$ cat src/rtl/demux_pkg.sv
// demux_pkg: default sizing constants and a constant-width helper for demux_param
package demux_pkg;
  localparam int DEF_IN_W  = 8;
  localparam int DEF_RATIO = 4;
  localparam int DEF_DEPTH = 4;
  function automatic int clog2(input int v);
    int r;
    r = 0;
    for (int i = 0; i < 31; i++) if ((1 << i) < v) r = i + 1;
    return r;
  endfunction
endpackage

$ cat src/rtl/demux_param_fifo.sv
// fifo_sync: single-clock FIFO with head-of-queue output, full/empty flags
module fifo_sync import demux_pkg::*; #(
  parameter int WIDTH = 8,
  parameter int DEPTH = 4
) (
  input  logic             i_clk,
  input  logic             i_rst,
  input  logic             i_push,
  input  logic             i_pop,
  input  logic [WIDTH-1:0] i_din,
  output logic             o_full,
  output logic             o_empty,
  output logic [WIDTH-1:0] o_head
);
  localparam int AW = clog2(DEPTH);
  logic [WIDTH-1:0] r_mem [DEPTH];
  logic [AW-1:0]    r_wr;
  logic [AW-1:0]    r_rd;
  logic [AW:0]      r_cnt;
  logic             w_push;
  logic             w_pop;
  assign o_full  = r_cnt == (AW+1)'(DEPTH);
  assign o_empty = r_cnt == '0;
  assign w_push  = i_push && !o_full;
  assign w_pop   = i_pop && !o_empty;
  assign o_head  = r_mem[r_rd];
  // storage array is not reset; occupancy alone decides what is valid
  always_ff @(posedge i_clk)
    if (w_push) r_mem[r_wr] <= i_din;
  // read/write pointers and occupancy; push+pop together keeps the count
  always_ff @(posedge i_clk or posedge i_rst)
    if (i_rst) begin
      r_wr  <= '0;
      r_rd  <= '0;
      r_cnt <= '0;
    end else begin
      if (w_push) r_wr <= r_wr + 1'b1;
      if (w_pop) r_rd <= r_rd + 1'b1;
      r_cnt <= r_cnt + (AW+1)'(w_push) - (AW+1)'(w_pop);
    end
endmodule

$ cat src/rtl/demux_param.sv
// demux_param: packs RATIO narrow lanes (first lane in MSBs) into wide words queued in a FIFO; DEMUX_FLUSH_EN adds partial-word flush and bytes_out
module demux_param import demux_pkg::*; #(
  parameter int IN_W  = DEF_IN_W,
  parameter int RATIO = DEF_RATIO,
  parameter int DEPTH = DEF_DEPTH,
  localparam int OUT_W = IN_W * RATIO,
  localparam int BW    = clog2(RATIO) + 1
) (
  input  logic             clk_4f,
  input  logic             reset,
  input  logic             valid,
  input  logic [IN_W-1:0]  data_in,
  output logic             in_ready,
  output logic [OUT_W-1:0] data_out,
  output logic             valid_out,
  input  logic             ready_out
`ifdef DEMUX_FLUSH_EN
  ,
  output logic [BW-1:0]    bytes_out
`endif
);
  localparam int CW = clog2(RATIO);
`ifdef DEMUX_FLUSH_EN
  localparam int FW = OUT_W + BW;
`else
  localparam int FW = OUT_W;
`endif
  logic [CW-1:0]    r_lane;
  logic [OUT_W-1:0] r_asm;
  logic [OUT_W-1:0] w_asm;
  logic             w_full;
  logic             w_empty;
  logic             w_take;
  logic             w_last;
  logic             w_flush;
  logic             w_push;
  logic [FW-1:0]    w_din;
  logic [FW-1:0]    w_head;
  assign in_ready = !reset && !w_full;
  assign w_take   = valid && in_ready;
  assign w_last   = w_take && r_lane == CW'(RATIO - 1);
`ifdef DEMUX_FLUSH_EN
  assign w_flush  = !valid && !reset && r_lane != '0 && !w_full;
  assign w_din    = w_flush ? {r_asm, BW'(r_lane)} : {w_asm, BW'(RATIO)};
  assign bytes_out = valid_out ? w_head[BW-1:0] : '0;
`else
  assign w_flush  = 1'b0;
  assign w_din    = w_asm;
`endif
  assign w_push    = w_last || w_flush;
  assign valid_out = !w_empty;
  assign data_out  = valid_out ? w_head[FW-1 -: OUT_W] : '0;
  // assembly register with the incoming lane dropped into its slot
  always_comb begin
    w_asm = r_asm;
    w_asm[OUT_W-1-int'(r_lane)*IN_W -: IN_W] = data_in;
  end
  // lane counter and partial word; cleared whenever a word is pushed
  always_ff @(posedge clk_4f or posedge reset)
    if (reset) begin
      r_lane <= '0;
      r_asm  <= '0;
    end else if (w_push) begin
      r_lane <= '0;
      r_asm  <= '0;
    end else if (w_take) begin
      r_lane <= r_lane + 1'b1;
      r_asm  <= w_asm;
    end
  fifo_sync #(.WIDTH(FW), .DEPTH(DEPTH)) u_fifo (
    .i_clk   (clk_4f),
    .i_rst   (reset),
    .i_push  (w_push),
    .i_pop   (valid_out && ready_out),
    .i_din   (w_din),
    .o_full  (w_full),
    .o_empty (w_empty),
    .o_head  (w_head)
  );
endmodule
$ cat config.mk
export PLATFORM = sky130hd
export DESIGN_NAME = demux_param
export DESIGN_NICKNAME = d
export VERILOG_FILES = /design/src/rtl/demux_pkg.sv /design/src/rtl/demux_param_fifo.sv /design/src/rtl/demux_param.sv
export SDC_FILE = /design/constraint.sdc
export NUM_CORES = 1
export LEC_CHECK = 0
export ABC_CLOCK_PERIOD_IN_PS = 7300
export CAP_MARGIN = 25
export CORE_MARGIN = 5
export CORE_UTILIZATION = 50
export CTS_CLUSTER_SIZE = 28
export DETAILED_ROUTE_END_ITERATION = 6
export PLACE_DENSITY = 0.8
export SYNTH_ARGS = -nofsm -noshare
export SYNTH_HDL_FRONTEND = slang
export SYNTH_SLANG_ARGS = --single-unit
$ cat constraint.sdc
create_clock -name clk_4f -period 7.3 [get_ports clk_4f]
set_input_delay 1.46 -clock clk_4f [delete_from_list [all_inputs] [get_ports clk_4f]]
set_output_delay 1.46 -clock clk_4f [all_outputs]
set_load 0.02 [all_outputs]
Fig. 1: run 1, close-up of the layout
Bar = 20 µm. Region (39, 65) to (89, 115) µm. Cells in gray, sequential cells in the stronger gray; small squares are vias.
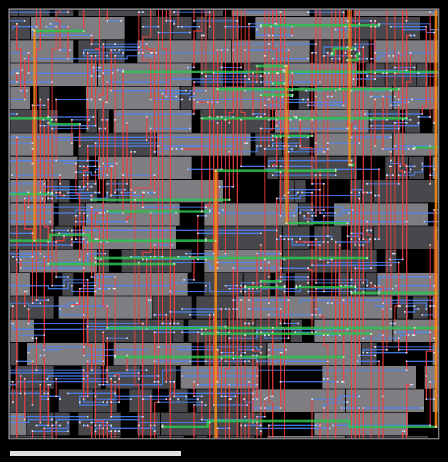
legend:
  blue:
    layer: M1
  red:
    layer: M2
  orange:
    layer: M4
  green:
    layer: M3
most frequent: edfxtp_1 (25), inv_1 (16), dfrtp_1 (15)
cells with their middle in the window: 139
netlist names of flops here include: `u_fifo.r_mem` (25), `r_asm` (12), `r_lane` (2)
sequential cells in the window: 40

Fig. 2: run 1, I/O pins on the die edge
Bar = 50 µm. Pins as bars across the die edge, other pins in gray.
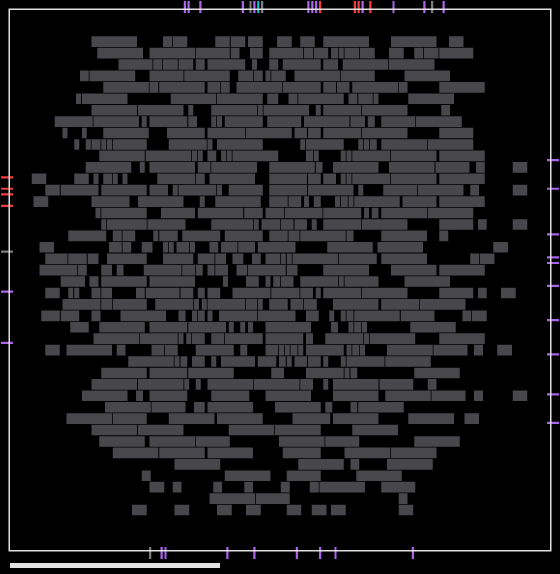
legend:
  purple:
    port: `data_out`
    pins: 32
    direction: output
    edge: 12 top, 10 right, 8 bottom, 2 left
  red:
    port: `data_in`
    pins: 8
    direction: input
    edge: 4 top, 4 left
  cyan:
    port: `in_ready`
    pins: 1
    direction: output
    edge: top

==> flow_metrics.py, run 1 <==
# Synthesis and PnR figures
metrics = {
    "timing": {
        "finalSetupTns_ns": 0,
        "fin_crit_sh_pct": 56.3,
        "fin_ws_ns": 3.19,
        "holdWs_ns": 0.492,
        "fmax_ghz": 0.243,
        "final_max_slew_viol_count": 0,
        "setup_viol": 0,
    },
    "floorplan": {
        "ios": 46,
        "die_height_um": 129,
        "fp_util_pct": 50.8,
        "fp.coreArea_um2": 13800,
    },
    "cts": {
        "cts_resized": 0,
        "clk_pin_slew_ns": 0.06,
        "clockRootBuffer": "clkbuf_16",
        "cts_tree": "built",
        "hold_buffers": 0,
    },
    "synth": {
        "syn_nets": 458,
        "edf_count": 128,
        "ff_type": "edfxtp_1",
        "ys_sh_adder_pct": 2.06,
        "ys_sh_xor_pct": 0.730,
        "synth-simple-area-share_pct": 7.58,
        "syn_area_per_cell_um2": 16.2,
        "synth.logic.top_family": "multiplexers",
        "ys_ff": 169,
        "yosys-top-cells-count": "128 x edfxtp_1, 41 x dfrtp_1, 41 x inv_1, 38 x and2_1, 33 x nand2_1",
        "yosysTopAreaCell": "edfxtp_1",
        "ys_cells": 435,
        "async_reset_ff_share_pct": 24.3,
    },
    "route": {
        "via_per_inst": 5.69,
        "avgRoutedWirePerCell_um": 21.2,
        "wl_met2_um": 7600,
        "wirelength_um": 14400,
        "drt-met1-wl_um": 5570,
        "drt_iter0_drc": 447,
        "drc": 0,
        "postRouteAntennaNets": 0,
        "vias": 3866,
    },
    "finish": {
        "lay_top_cells": "128 x edfxtp_1, 45 x clkdlybuf4s50_1, 41 x inv_1, 39 x dfrtp_1, 38 x and2_1",
        "sh_comb_area_pct": 22.9,
        "buf_share_pct": 6.44,
        "nClkBuffers": 19,
        "drive_gt1_share_pct": 15.8,
        "final-clk-cell-share_pct": 6.84,
        "flops": 169,
        "biggestRegsByFlops": "u_fifo.r_mem x128, r_asm x32, u_fifo.r_cnt x3",
        "sh_seq_area_pct": 59.2,
        "logic_area_um2": 1890,
        "regArea_um2": 4870,
    },
    "critical_path": {
        "critPathTopFamily": "buffers and inverters",
        "cp-end-kind": "output port",
        "cp_num_buf_inv": 2,
        "worstPathArrival_ns": 2.65,
        "critPathLaunch": "reset",
    },
    "flow_run": {
        "cap_violations": 0,
    },
    "power": {
        "powerClk_uw": 849,
        "comb_power_share_pct": 35.7,
        "p_total_mw": 3.48,
        "switching_share_pct": 32.1,
        "p_clk_share_pct": 24.4,
    },
    "global_route": {
        "grt_max_degree": 42,
        "grt.busiest_layer": "met2",
        "gr-total-overflow": 0,
        "met3_usage_pct": 3.40,
        "grt_pass1_vias": 4212,
    },
    "worst_hold_path": {
        "min_to": "r_asm[31]",
        "worst_hold_startpoint": "r_asm[31]",
    },
    "placed_design": {
        "place_inst": 647,
    },
    "run_status": {
        "status": "finished clean",
    },
}
Fig. 3: run 1, where the registers sit
Bar = 50 µm.
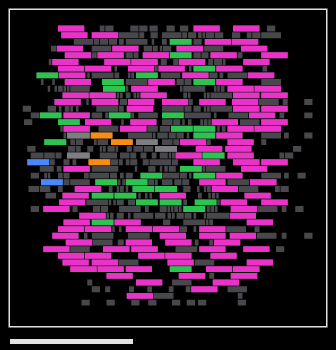
legend:
  blue:
    netlist_name: `u_fifo.r_wr`
    sequential_cells: 2
  green:
    netlist_name: `r_asm`
    sequential_cells: 32
  orange:
    netlist_name: `u_fifo.r_cnt`
    sequential_cells: 3
  magenta:
    netlist_name: `u_fifo.r_mem`
    sequential_cells: 128

Fig. 4: run 1, metal 1
Bar = 50 µm.
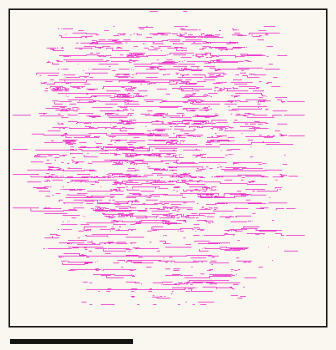

## Run 2: what changed since run 1
- ABC_CLOCK_PERIOD_IN_PS: 7300 -> 3510
- PLACE_DENSITY: 0.8 -> 0.83
- clock period: 7.3 -> 3.51 ns (I/O delays scaled with it)
Fig. 5: run 2, metal 1
Bar = 50 µm.
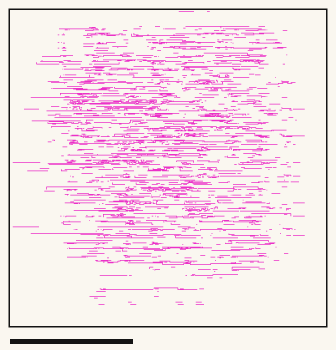
main direction: horizontal
nets with wire on the layer: 474

Fig. 6: run 2, close-up of the layout
Bar = 20 µm. Region (39, 65) to (89, 115) µm. Cells in gray, sequential cells in the stronger gray; small squares are vias.
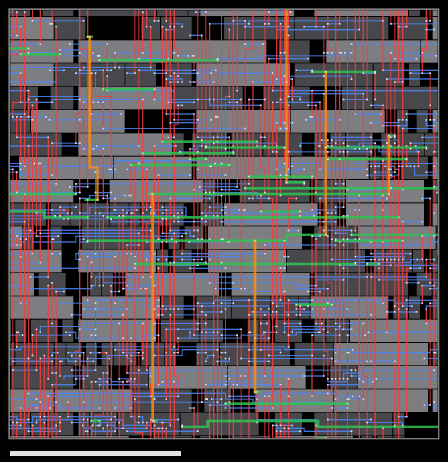
legend:
  orange:
    layer: M4
  green:
    layer: M3
  blue:
    layer: M1
  red:
    layer: M2
sequential cells in the window: 38
cells with their middle in the window: 152
most frequent: edfxtp_1 (21), inv_1 (19), dfrtp_1 (17)
netlist names of flops here include: `u_fifo.r_mem` (21), `r_asm` (13), `r_lane` (2)

==> run 2 against run 1 <==
- register-to-register slack got worse by 3.7 ns
- setup slack got worse by 2.8 ns
- largest cell class unchanged
- worst hold slack improved by 0.0097 ns
==> flow_metrics.py, run 2 <==
# Synthesis and PnR figures
metrics = {
    "flow_run": {
        "tool_warnings": 32,
        "cap_violations": 0,
    },
    "synth": {
        "topCellsByArea": "edfxtp_1 55%, dfrtp_1 15%, mux4_2 10%, and2_1 3.4%, a22o_1 2.9%",
        "ys_warn_count": 0,
        "syn_area_per_cell_um2": 16.2,
        "synth_top_cell_by_count": "edfxtp_1",
        "edf_count": 128,
        "syn-cell-area_um2": 7030,
        "ff_type": "edfxtp_1",
        "synth_seq_share_pct": 69.3,
        "yosys-top-cells-count": "128 x edfxtp_1, 41 x dfrtp_1, 41 x inv_1, 38 x and2_1, 33 x nand2_1",
        "async_reset_ff_share_pct": 24.3,
        "syn_nets": 458,
        "yosysTopAreaCell": "edfxtp_1",
        "synth.logic.top_family": "multiplexers",
        "ys_sh_xor_pct": 0.730,
        "ys_sh_mux_pct": 10.8,
        "ys_cells": 435,
        "synth-simple-area-share_pct": 7.58,
        "ys_ff": 169,
        "ys_sh_adder_pct": 2.06,
        "synth_chip_area_um2": 7030,
    },
    "critical_path": {
        "cp-endpoint": "data_out[7]",
        "cp.required_ns": 2.81,
        "cp_num_buf_inv": 2,
        "cp-end-kind": "output port",
        "path_depth": 4,
        "reg2regPathDepth": 4,
        "critPathTopFamily": "buffers and inverters",
        "path_max_fanout": 23,
        "worstPathArrival_ns": 2.47,
        "critPathLaunch": "u_fifo.r_cnt[1]",
        "cpPeakStageDelay_ns": 0.59,
        "worstReg2RegEnd": "u_fifo.r_mem[1][16]",
        "worstReg2RegStart": "r_lane[1]",
        "path_class": "reg2out",
        "startpoint_type": "flip-flop",
    },
    "cts": {
        "cts.sinks": 169,
        "clockRootBuffer": "clkbuf_16",
        "clk_pin_slew_ns": 0.06,
        "cts_tree": "built",
        "post_cts_buffers": 0,
        "hold_buffers": 0,
        "clk_path_buf_depth": 2,
        "cts_resized": 0,
        "clkLatencyLatePin_ns": 0.41,
    },
    "floorplan": {
        "die-area_um2": 16500,
        "die_height_um": 129,
        "rows": 43,
        "fp_util_pct": 50.8,
        "ios": 46,
        "fp.coreArea_um2": 13800,
    },
    "finish": {
        "logic_area_um2": 1890,
        "drive_gt1_share_pct": 15.6,
        "diodes": 0,
        "largest_class": "sequential cells",
        "lay_top_cells": "128 x edfxtp_1, 45 x clkdlybuf4s50_1, 41 x inv_1, 40 x dfrtp_1, 38 x and2_1",
        "fillers": 954,
        "buffers": 55,
        "nClkBuffers": 19,
        "final_nets": 511,
        "final_core_util_pct": 60.1,
        "buf_share_pct": 6.47,
        "sh_seq_area_pct": 58.6,
        "largest-register": "u_fifo.r_mem",
        "regArea_um2": 4870,
        "final_common_cell": "edfxtp_1",
        "largest_reg_flops": 128,
        "final-clk-cell-share_pct": 7.60,
        "flops": 169,
        "n_all_inverters": 41,
        "sh_comb_area_pct": 22.7,
        "biggestRegsByFlops": "u_fifo.r_mem x128, r_asm x32, u_fifo.r_cnt x3",
    },
    "global_route": {
        "met3_usage_pct": 3.65,
        "antenna_found_initial": 0,
        "grt_pass1_wl_um": 22600,
        "grt_max_degree": 34,
        "grt.busiest_layer": "met2",
        "grt_pass1_vias": 4113,
        "track_usage_pct": 18.2,
        "gr-total-overflow": 0,
    },
    "placed_design": {
        "gp_congestion": 0.787,
        "hpwlAfterDp_um": 8460,
        "port_buffers": 45,
        "place_inst": 649,
        "place_area_um2": 7680,
    },
    "timing": {
        "fin_worst_skew_ns": 0.00641,
        "finalSetupTns_ns": 0,
        "fin_crit_sh_pct": 90.3,
        "relSlewSlack_pct": 49.2,
        "fmax_ghz": 0.316,
        "worstMarginPinSlew_ns": 0.759,
        "fin_ws_ns": 0.342,
        "holdWs_ns": 0.501,
        "period_minus_slack_ns": 3.17,
        "setup_viol": 0,
        "final_max_slew_viol_count": 0,
        "rsz0062_at_grt": "no",
    },
    "route": {
        "wl_met2_um": 7340,
        "dr.max_layer_used": "met4",
        "met3_length_um": 828,
        "postRouteAntennaNets": 0,
        "drc": 0,
        "vias": 3931,
        "drt-met1-wl_um": 5760,
        "avgRoutedWirePerCell_um": 20.8,
        "drt_iter0_drc": 528,
        "via_per_inst": 5.77,
        "wirelength_um": 14200,
        "drt_pre_antenna_iters": 5,
    },
    "power": {
        "switching_share_pct": 31.2,
        "powerClk_mw": 1.98,
        "p_seq_mw": 2.82,
        "p_total_mw": 7.48,
        "leakagePower_nw": 2.98,
        "pwr-share-seq_pct": 37.7,
        "p_clk_share_pct": 26.5,
        "p_per_area_nw_per_um2": 900,
        "comb_power_share_pct": 35.8,
        "p_switching_mw": 2.33,
    },
    "worst_hold_path": {
        "worst_hold_startpoint": "r_asm[5]",
        "min_to": "r_asm[5]",
        "hold_path_depth": 2,
    },
    "run_status": {
        "status": "finished clean",
    },
}
No activity file was given, so power comes from the tool's default toggle rates.
